## src/rtl/packet_deframer_if.sv

```systemverilog
// Bit-stream input and packet-stream output of the deframer, bundled as one link.
// master = bit source / packet consumer side, slave = the deframer itself.
interface packet_deframer_if #(
  parameter int PACKET_BYTES = 4
);
  logic                      bit_in;
  logic                      bit_valid;
  logic [PACKET_BYTES*8-1:0] pkt_data;
  logic                      pkt_valid;
  logic                      pkt_ready;

  modport master (
    output bit_in, bit_valid, pkt_ready,
    input  pkt_data, pkt_valid
  );

  modport slave (
    input  bit_in, bit_valid, pkt_ready,
    output pkt_data, pkt_valid
  );
endinterface

```

## src/rtl/packet_deframer.sv

```systemverilog
// Sync-word hunter with Hamming tolerance and BPSK polarity resolution; frames fixed-size
// payloads into a small packet FIFO drained over valid/ready.
module packet_deframer #(
  parameter int                    SYNC_WIDTH      = 16,
  parameter logic [SYNC_WIDTH-1:0] SYNC_WORD       = 16'hD391,
  parameter int                    MAX_SYNC_ERRORS = 1,
  parameter int                    PACKET_BYTES    = 4,
  parameter int                    FIFO_DEPTH      = 4
) (
  input  logic                    clk,
  input  logic                    rst_n,
  packet_deframer_if.slave        bus,
  output logic                    locked,
  output logic                    inverted,
  output logic                    overflow,
  output logic [7:0]              drop_count
);
  localparam int PW = PACKET_BYTES * 8;
  localparam int FW = $clog2(SYNC_WIDTH + 1);
  localparam int CW = $clog2(PW);
  localparam int AW = $clog2(FIFO_DEPTH);
  localparam int NW = $clog2(FIFO_DEPTH + 1);

  typedef enum logic {HUNT = 1'b0, COLLECT = 1'b1} state_t;

  state_t                state_q;
  logic [SYNC_WIDTH-1:0] sr_q, sr_d;
  logic [FW-1:0]         fill_q, fill_d;
  logic [CW-1:0]         bit_cnt_q;
  logic [PW-1:0]         pay_q, pay_d;
  logic                  inv_q;
  logic                  ovf_q;
  logic [7:0]            drop_q;
  logic [PW-1:0]         mem_q [FIFO_DEPTH];
  logic [AW-1:0]         wr_ptr_q, rd_ptr_q;
  logic [NW-1:0]         cnt_q, cnt_d;
  logic [FW-1:0]         dist_norm, dist_inv;
  logic                  sync_full, hit_norm, hit_inv;
  logic                  last_bit, push_req, push_ok, pop;

  function automatic logic [FW-1:0] popcount(input logic [SYNC_WIDTH-1:0] v);
    logic [FW-1:0] n;
    n = '0;
    for (int i = 0; i < SYNC_WIDTH; i++) n = n + FW'(v[i]);
    return n;
  endfunction

  always_comb begin
    sr_d      = {sr_q[SYNC_WIDTH-2:0], bus.bit_in};
    fill_d    = (fill_q == FW'(SYNC_WIDTH)) ? fill_q : fill_q + FW'(1);
    dist_norm = popcount(sr_d ^ SYNC_WORD);
    dist_inv  = popcount(sr_d ^ ~SYNC_WORD);
    sync_full = (fill_d == FW'(SYNC_WIDTH));
    hit_norm  = sync_full && (dist_norm <= FW'(MAX_SYNC_ERRORS));
    hit_inv   = sync_full && (dist_inv <= FW'(MAX_SYNC_ERRORS));
    pay_d     = {pay_q[PW-2:0], bus.bit_in ^ inv_q};
    last_bit  = (bit_cnt_q == CW'(PW - 1));
    pop       = (cnt_q != '0) && bus.pkt_ready;
    push_req  = bus.bit_valid && (state_q == COLLECT) && last_bit;
    // A full FIFO still accepts when the head leaves in the same cycle.
    push_ok   = push_req && ((cnt_q < NW'(FIFO_DEPTH)) || pop);
    cnt_d     = cnt_q;
    if (push_ok && !pop)      cnt_d = cnt_q + NW'(1);
    else if (!push_ok && pop) cnt_d = cnt_q - NW'(1);
  end

  always_ff @(posedge clk or negedge rst_n) begin
    if (!rst_n) begin
      state_q   <= HUNT;
      sr_q      <= '0;
      fill_q    <= '0;
      bit_cnt_q <= '0;
      pay_q     <= '0;
      inv_q     <= 1'b0;
      ovf_q     <= 1'b0;
      drop_q    <= '0;
      wr_ptr_q  <= '0;
      rd_ptr_q  <= '0;
      cnt_q     <= '0;
    end else begin
      ovf_q <= 1'b0;
      if (bus.bit_valid) begin
        case (state_q)
          HUNT: begin
            sr_q   <= sr_d;
            fill_q <= fill_d;
            if (hit_norm) begin
              state_q <= COLLECT;
              inv_q   <= 1'b0;
            end else if (hit_inv) begin
              state_q <= COLLECT;
              inv_q   <= 1'b1;
            end
          end
          COLLECT: begin
            pay_q <= pay_d;
            if (last_bit) begin
              // Payload bits must never seed the next sync search.
              bit_cnt_q <= '0;
              state_q   <= HUNT;
              sr_q      <= '0;
              fill_q    <= '0;
              if (!push_ok) begin
                ovf_q <= 1'b1;
                if (drop_q != 8'hFF) drop_q <= drop_q + 8'd1;
              end
            end else begin
              bit_cnt_q <= bit_cnt_q + CW'(1);
            end
          end
          default: state_q <= HUNT;
        endcase
      end
      if (push_ok) wr_ptr_q <= wr_ptr_q + AW'(1);
      if (pop)     rd_ptr_q <= rd_ptr_q + AW'(1);
      cnt_q <= cnt_d;
    end
  end

  always_ff @(posedge clk) begin
    if (push_ok) mem_q[wr_ptr_q] <= pay_d;
  end

  assign bus.pkt_valid = (cnt_q != '0);
  assign bus.pkt_data  = (cnt_q != '0) ? mem_q[rd_ptr_q] : '0;
  assign locked        = (state_q == COLLECT);
  assign inverted      = inv_q;
  assign overflow      = ovf_q;
  assign drop_count    = drop_q;
endmodule
```

## src/flat_wrapper.sv

```systemverilog
// flat-port wrapper written by rule: the top's interface ports become plain ports
module packet_deframer_flat 
#(
  parameter int                    SYNC_WIDTH      = 16,
  parameter logic [SYNC_WIDTH-1:0] SYNC_WORD       = 16'hD391,
  parameter int                    MAX_SYNC_ERRORS = 1,
  parameter int                    PACKET_BYTES    = 4,
  parameter int                    FIFO_DEPTH      = 4
)
  (clk, rst_n, locked, inverted, overflow, drop_count, bus_bit_in, bus_bit_valid, bus_pkt_ready, bus_pkt_data, bus_pkt_valid);
  packet_deframer_if #(.PACKET_BYTES(PACKET_BYTES)) bus_i ();
  input  logic clk;
  input  logic rst_n;
  output logic locked;
  output logic inverted;
  output logic overflow;
  output logic [7:0] drop_count;
  input wire logic [$bits(bus_i.bit_in)-1:0] bus_bit_in;
  input wire logic [$bits(bus_i.bit_valid)-1:0] bus_bit_valid;
  input wire logic [$bits(bus_i.pkt_ready)-1:0] bus_pkt_ready;
  output wire logic [$bits(bus_i.pkt_data)-1:0] bus_pkt_data;
  output wire logic [$bits(bus_i.pkt_valid)-1:0] bus_pkt_valid;
  assign bus_i.bit_in = bus_bit_in;
  assign bus_i.bit_valid = bus_bit_valid;
  assign bus_i.pkt_ready = bus_pkt_ready;
  assign bus_pkt_data = bus_i.pkt_data;
  assign bus_pkt_valid = bus_i.pkt_valid;
  packet_deframer #(.SYNC_WIDTH(SYNC_WIDTH), .SYNC_WORD(SYNC_WORD), .MAX_SYNC_ERRORS(MAX_SYNC_ERRORS), .PACKET_BYTES(PACKET_BYTES), .FIFO_DEPTH(FIFO_DEPTH)) u_core (.clk(clk), .rst_n(rst_n), .bus(bus_i), .locked(locked), .inverted(inverted), .overflow(overflow), .drop_count(drop_count));
endmodule
```

## config.mk

```make
export PLATFORM = sky130hd
export DESIGN_NAME = packet_deframer_flat
export DESIGN_NICKNAME = d
export VERILOG_FILES = /design/src/rtl/packet_deframer_if.sv /design/src/rtl/packet_deframer.sv /design/src/flat_wrapper.sv
export SDC_FILE = /design/constraint.sdc
export NUM_CORES = 1
export LEC_CHECK = 0
export CAP_MARGIN = 20
export CELL_PAD_IN_SITES_DETAIL_PLACEMENT = 0
export CELL_PAD_IN_SITES_GLOBAL_PLACEMENT = 1
export CORE_MARGIN = 5
export CORE_UTILIZATION = 54
export CTS_CLUSTER_DIAMETER = 40
export DETAILED_ROUTE_END_ITERATION = 6
export DONT_BUFFER_PORTS = 1
export GPL_TIMING_DRIVEN = 0
export PLACE_DENSITY = 0.89
export SYNTH_ARGS = -nofsm -noshare
export SYNTH_HDL_FRONTEND = slang
export SYNTH_SLANG_ARGS = --single-unit
```

## constraint.sdc

```tcl
create_clock -name clk -period 6.6 [get_ports clk]
set_input_delay 1.65 -clock clk [delete_from_list [all_inputs] [get_ports clk]]
set_output_delay 1.65 -clock clk [all_outputs]
set_load 0.05 [all_outputs]
```

**Run 1: metal 2**

(2 px per µm) Cells faint in the background.
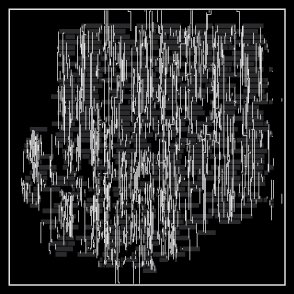
- main direction: vertical
- wire length on this layer: 7640 µm
- nets with wire on the layer: 539

**Run 1: sizing map**

(3 px per µm)
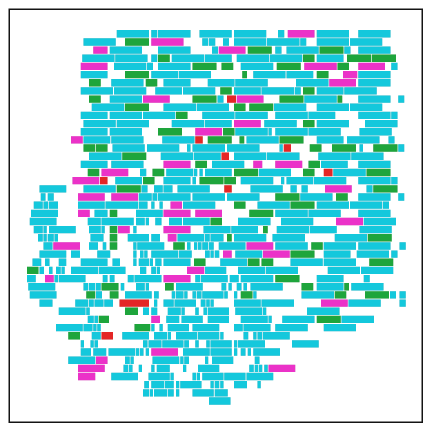
- green: _2 cells (cells 86)
- magenta: _6 and larger (cells 44)
- red: _3 and _4 cells (cells 9)
- cyan: _0 and _1 cells (cells 440)

**Run 1: metal 3**

(2 px per µm)
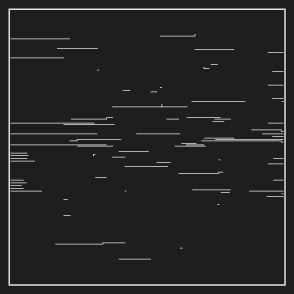
- nets with wire on the layer: 51
- wire length on this layer: 941 µm
Routed WL: 15.4 mm
vias: 4381
grt met3 use: 4.38%

==> impl_metrics.json, run 1 <==
{
  "status": "finished clean",
  "root_buffer": "clkbuf_16",
  "pwr-share-seq_pct": 33.6,
  "routed.top_layer": "met4",
  "cts_sinks": 202,
  "top_cells_by_count": "edfxtp_1 (128), dfrtp_1 (74), inv_1 (38)",
  "synthFlopType": "edfxtp_1",
  "seqCellArea_um2": 5700,
  "syn_avg_cell_area_um2": 16.6,
  "fin_skew_ns": 0.00963,
  "inverters": 38,
  "cts_tree": "yes",
  "gr-total-overflow": 0,
  "synth.most_common_cell": "edfxtp_1",
  "pre_cts_slack_ns": 0.519,
  "crit_chain": "ha_1 > fa_1 > inv_1 > fa_1 > fa_1 > inv_1 > fa_1 > fa_1 > inv_1 > fa_1 > or3b_2 > or2_1 > a2111oi_4 > a2bb2oi_2",
  "layout.nets": 603,
  "final_area_um2": 9970,
  "ys_sh_mux_pct": 13.4,
  "synth_area_um2": 8730,
  "port_buffers": 0,
  "grt.total_usage_pct": 17.4,
  "rows": 46,
  "tool_warnings": 32,
  "initCoreUtil_pct": 54.9,
  "finalSetupViolations": 0,
  "max_slew_margin_pct": 36.9,
  "cts-buffers-inserted": 28,
  "top_register": "u_core.mem_q",
  "worstPathArrival_ns": 6.04,
  "swShare_pct": 32.8,
  "hold_start": "u_core.sr_q[8]$_DFFE_PN0P_",
  "pg_seq_mw": 1.46,
  "seq_cells": 202,
  "p_leak_nw": 4.03,
  "end_kind": "flip-flop",
  "crit_path_max_incr_delay_ns": 0.52,
  "grt-busiest-layer": "met2",
  "layout_top_cell": "edfxtp_1",
  "coreArea_um2": 15900,
  "hold_violations": 0,
  "routabilityCongestion": 0.790,
  "grt_pass1_vias": 4689,
  "comb-cell-share_pct": 28.0,
  "lay_top_cells": "edfxtp_1 (128), dfrtp_1 (74), inv_1 (38), mux2_2 (37), and2_1 (33)",
  "edf_count": 128,
  "n_clock_buffer": 30,
  "power_frac_comb_pct": 32.0,
  "rsz0062_at_grt": "no",
  "largest_reg_flops": 128,
  "cp_slowest_cell": "fa_1",
  "ios": 49,
  "layout.cells.non_filler": 795,
  "r2r-end": "u_core.inverted$_DFFE_PN0P_",
  "internal-power_mw": 2.91,
  "fin_crit_ns": 5.58,
  "critPathMaxFanout": 3,
  "r2r_slack_ns": 1.68,
  "p_clk_share_pct": 34.4,
  "setup_tns_ns": 0,
  "die_x_um": 137,
  "max-clock-path-buffers": 3,
  "clock.fmax_mhz": 179,
  "nWellTaps": 216,
  "synthSimpleGateAreaFrac_pct": 6.36,
  "syn_inst": 527,
  "placed_cell_area_um2": 9000,
  "xor_area_share_pct": 1.61,
  "wl_met3_um": 941,
  "yosysCellCount": 527,
  "place_hpwl_mm": 9.44,
  "cts_hold_buf": 0,
  "required_ns": 7.05,
  "grt_start_max_net_pins": 75,
  "powerComb_mw": 1.39,
  "final_core_util_pct": 62.8,
  "logic_area_um2": 2800,
  "logic_gates": 266,
  "n_all_buffers": 21,
  "finalWorstSetupSlack_ns": 1.02,
  "clock_power_mw": 1.49,
  "clkCellAreaFrac_pct": 9.69,
  "antenna_found_initial": 0,
  "synth_seq_share_pct": 65.3,
  "m1WireLength_mm": 6.44,
  "vdd_drop_max_uv": 293,
  "maxPowerGroup": "clock",
  "drc": 0,
  "top_regs": "u_core.mem_q (128), u_core.pay_q (31), u_core.sr_q (15)",
  "grt_util_met2_pct": 27.7,
  "dp.cells": 743,
  "critPathKind": "primary input to flip-flop",
  "hold_path_end": "u_core.sr_q[8]$_DFFE_PN0P_",
  "grt_pass1_wl_mm": 25.1,
  "cts_setup_buffers": 0,
  "clock.latency.late_pin_ns": 0.53
}
==> run 1 -> run 2 <==
Clock period 6.6 ns to 5.6 ns, I/O delays scaled along.
**Run 2: metal 2**

(2 px per µm) Cells faint in the background.
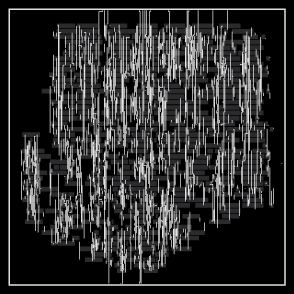
- nets with wire on the layer: 534
- wire length on this layer: 7630 µm
- longest straight run: 59.5 µm
- main direction: vertical
- share of all routed wire: 50%
Routed WL: 15.2 mm
vias: 4382

==> run 2 against run 1 <==
  * Sequential power up 18%
  * Combinational power up 15%
  * Largest cell class unchanged
  * First-iteration DRC count is 6.5% higher
  * Sequential share of layout area rose by 0.49 points
  * Worst hold slack better by 0.0099 ns
  * Global-route usage is essentially flat
  * Critical path type unchanged
  * Synthesized cell count is the same
  * Wire length fell by 1.1%
==> impl_metrics.json, run 2 <==
{
  "initCoreUtil_pct": 54.9,
  "cts_tree": "yes",
  "m1WireLength_mm": 6.24,
  "lay_top_cells": "edfxtp_1 (128), dfrtp_1 (74), inv_1 (38), mux2_2 (37), and2_1 (33)",
  "logic_gates": 266,
  "finalWorstSetupSlack_ns": 0.393,
  "r2r_slack_ns": 0.82,
  "hold_start": "u_core.sr_q[8]$_DFFE_PN0P_",
  "power_frac_comb_pct": 32.5,
  "vdd_drop_max_uv": 356,
  "inverters": 38,
  "swShare_pct": 33.4,
  "cp_slowest_cell": "fa_1",
  "edf_count": 128,
  "cts-buffers-inserted": 27,
  "rows": 46,
  "placed_cell_area_um2": 9010,
  "clock.latency.late_pin_ns": 0.52,
  "r2r-end": "u_core.inverted$_DFFE_PN0P_",
  "max-clock-path-buffers": 3,
  "synthFlopType": "edfxtp_1",
  "cts_hold_buf": 0,
  "internal-power_mw": 3.28,
  "seqCellArea_um2": 5700,
  "grt_util_met2_pct": 28.1,
  "routed.top_layer": "met4",
  "max_slew_margin_pct": 37.2,
  "final_area_um2": 9880,
  "grt_start_max_net_pins": 75,
  "crit_path_max_incr_delay_ns": 0.53,
  "grt_pass1_vias": 4750,
  "clkCellAreaFrac_pct": 8.89,
  "logic_area_um2": 2800,
  "critPathMaxFanout": 3,
  "synth_area_um2": 8730,
  "layout.cells.non_filler": 793,
  "xor_area_share_pct": 1.61,
  "n_all_buffers": 21,
  "required_ns": 6.04,
  "top_regs": "u_core.mem_q (128), u_core.pay_q (31), u_core.sr_q (15)",
  "synth_seq_share_pct": 65.3,
  "hold_violations": 0,
  "yosysCellCount": 527,
  "antenna_found_initial": 0,
  "hold_path_end": "u_core.sr_q[8]$_DFFE_PN0P_",
  "grt-busiest-layer": "met2",
  "syn_inst": 527,
  "wl_met3_mm": 1.13,
  "clock.fmax_mhz": 192,
  "dp.cells": 743,
  "die_x_um": 137,
  "drc": 0,
  "p_clk_share_pct": 32.7,
  "tool_warnings": 33,
  "synthToLayoutAreaGrowth_pct": 13.2,
  "ios": 49,
  "syn_avg_cell_area_um2": 16.6,
  "worstPathArrival_ns": 5.64,
  "ys_sh_mux_pct": 13.4,
  "critPathKind": "primary input to flip-flop",
  "coreArea_um2": 15900,
  "status": "finished clean",
  "fin_skew_ns": 0.0280,
  "p_leak_nw": 3.98,
  "layout.nets": 602,
  "layout_top_cell": "edfxtp_1",
  "nWellTaps": 216,
  "end_kind": "flip-flop",
  "synthSimpleGateAreaFrac_pct": 6.36,
  "maxPowerGroup": "sequential cells",
  "pg_seq_mw": 1.72,
  "seq_cells": 202,
  "root_buffer": "clkbuf_16",
  "n_clock_buffer": 28,
  "fin_crit_ns": 5.21,
  "top_cells_by_count": "edfxtp_1 (128), dfrtp_1 (74), inv_1 (38)",
  "final_core_util_pct": 62.2,
  "largest_reg_flops": 128,
  "crit_chain": "ha_1 > fa_1 > inv_1 > fa_1 > fa_1 > inv_1 > fa_1 > fa_2 > inv_1 > fa_1 > or3b_2 > or2_1 > a2111oi_4 > a2bb2oi_2",
  "cts_sinks": 202,
  "grtUsageMet3_pct": 4.15,
  "rsz0062_at_grt": "no",
  "port_buffers": 0,
  "grt.total_usage_pct": 17.4,
  "comb-cell-share_pct": 28.3,
  "powerComb_mw": 1.60,
  "pwr-share-seq_pct": 34.8,
  "synth.most_common_cell": "edfxtp_1",
  "finalSetupViolations": 0,
  "top_register": "u_core.mem_q"
}
**Run 2: metal 3**

(2 px per µm)
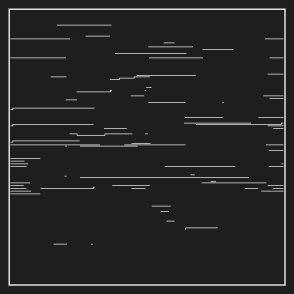
- nets with wire on the layer: 51
- wire length on this layer: 1130 µm
- longest straight run: 84.2 µm
- share of all routed wire: 7.4%
- main direction: horizontal

Power figures rest on the tool's default switching activity, not on a simulated workload.
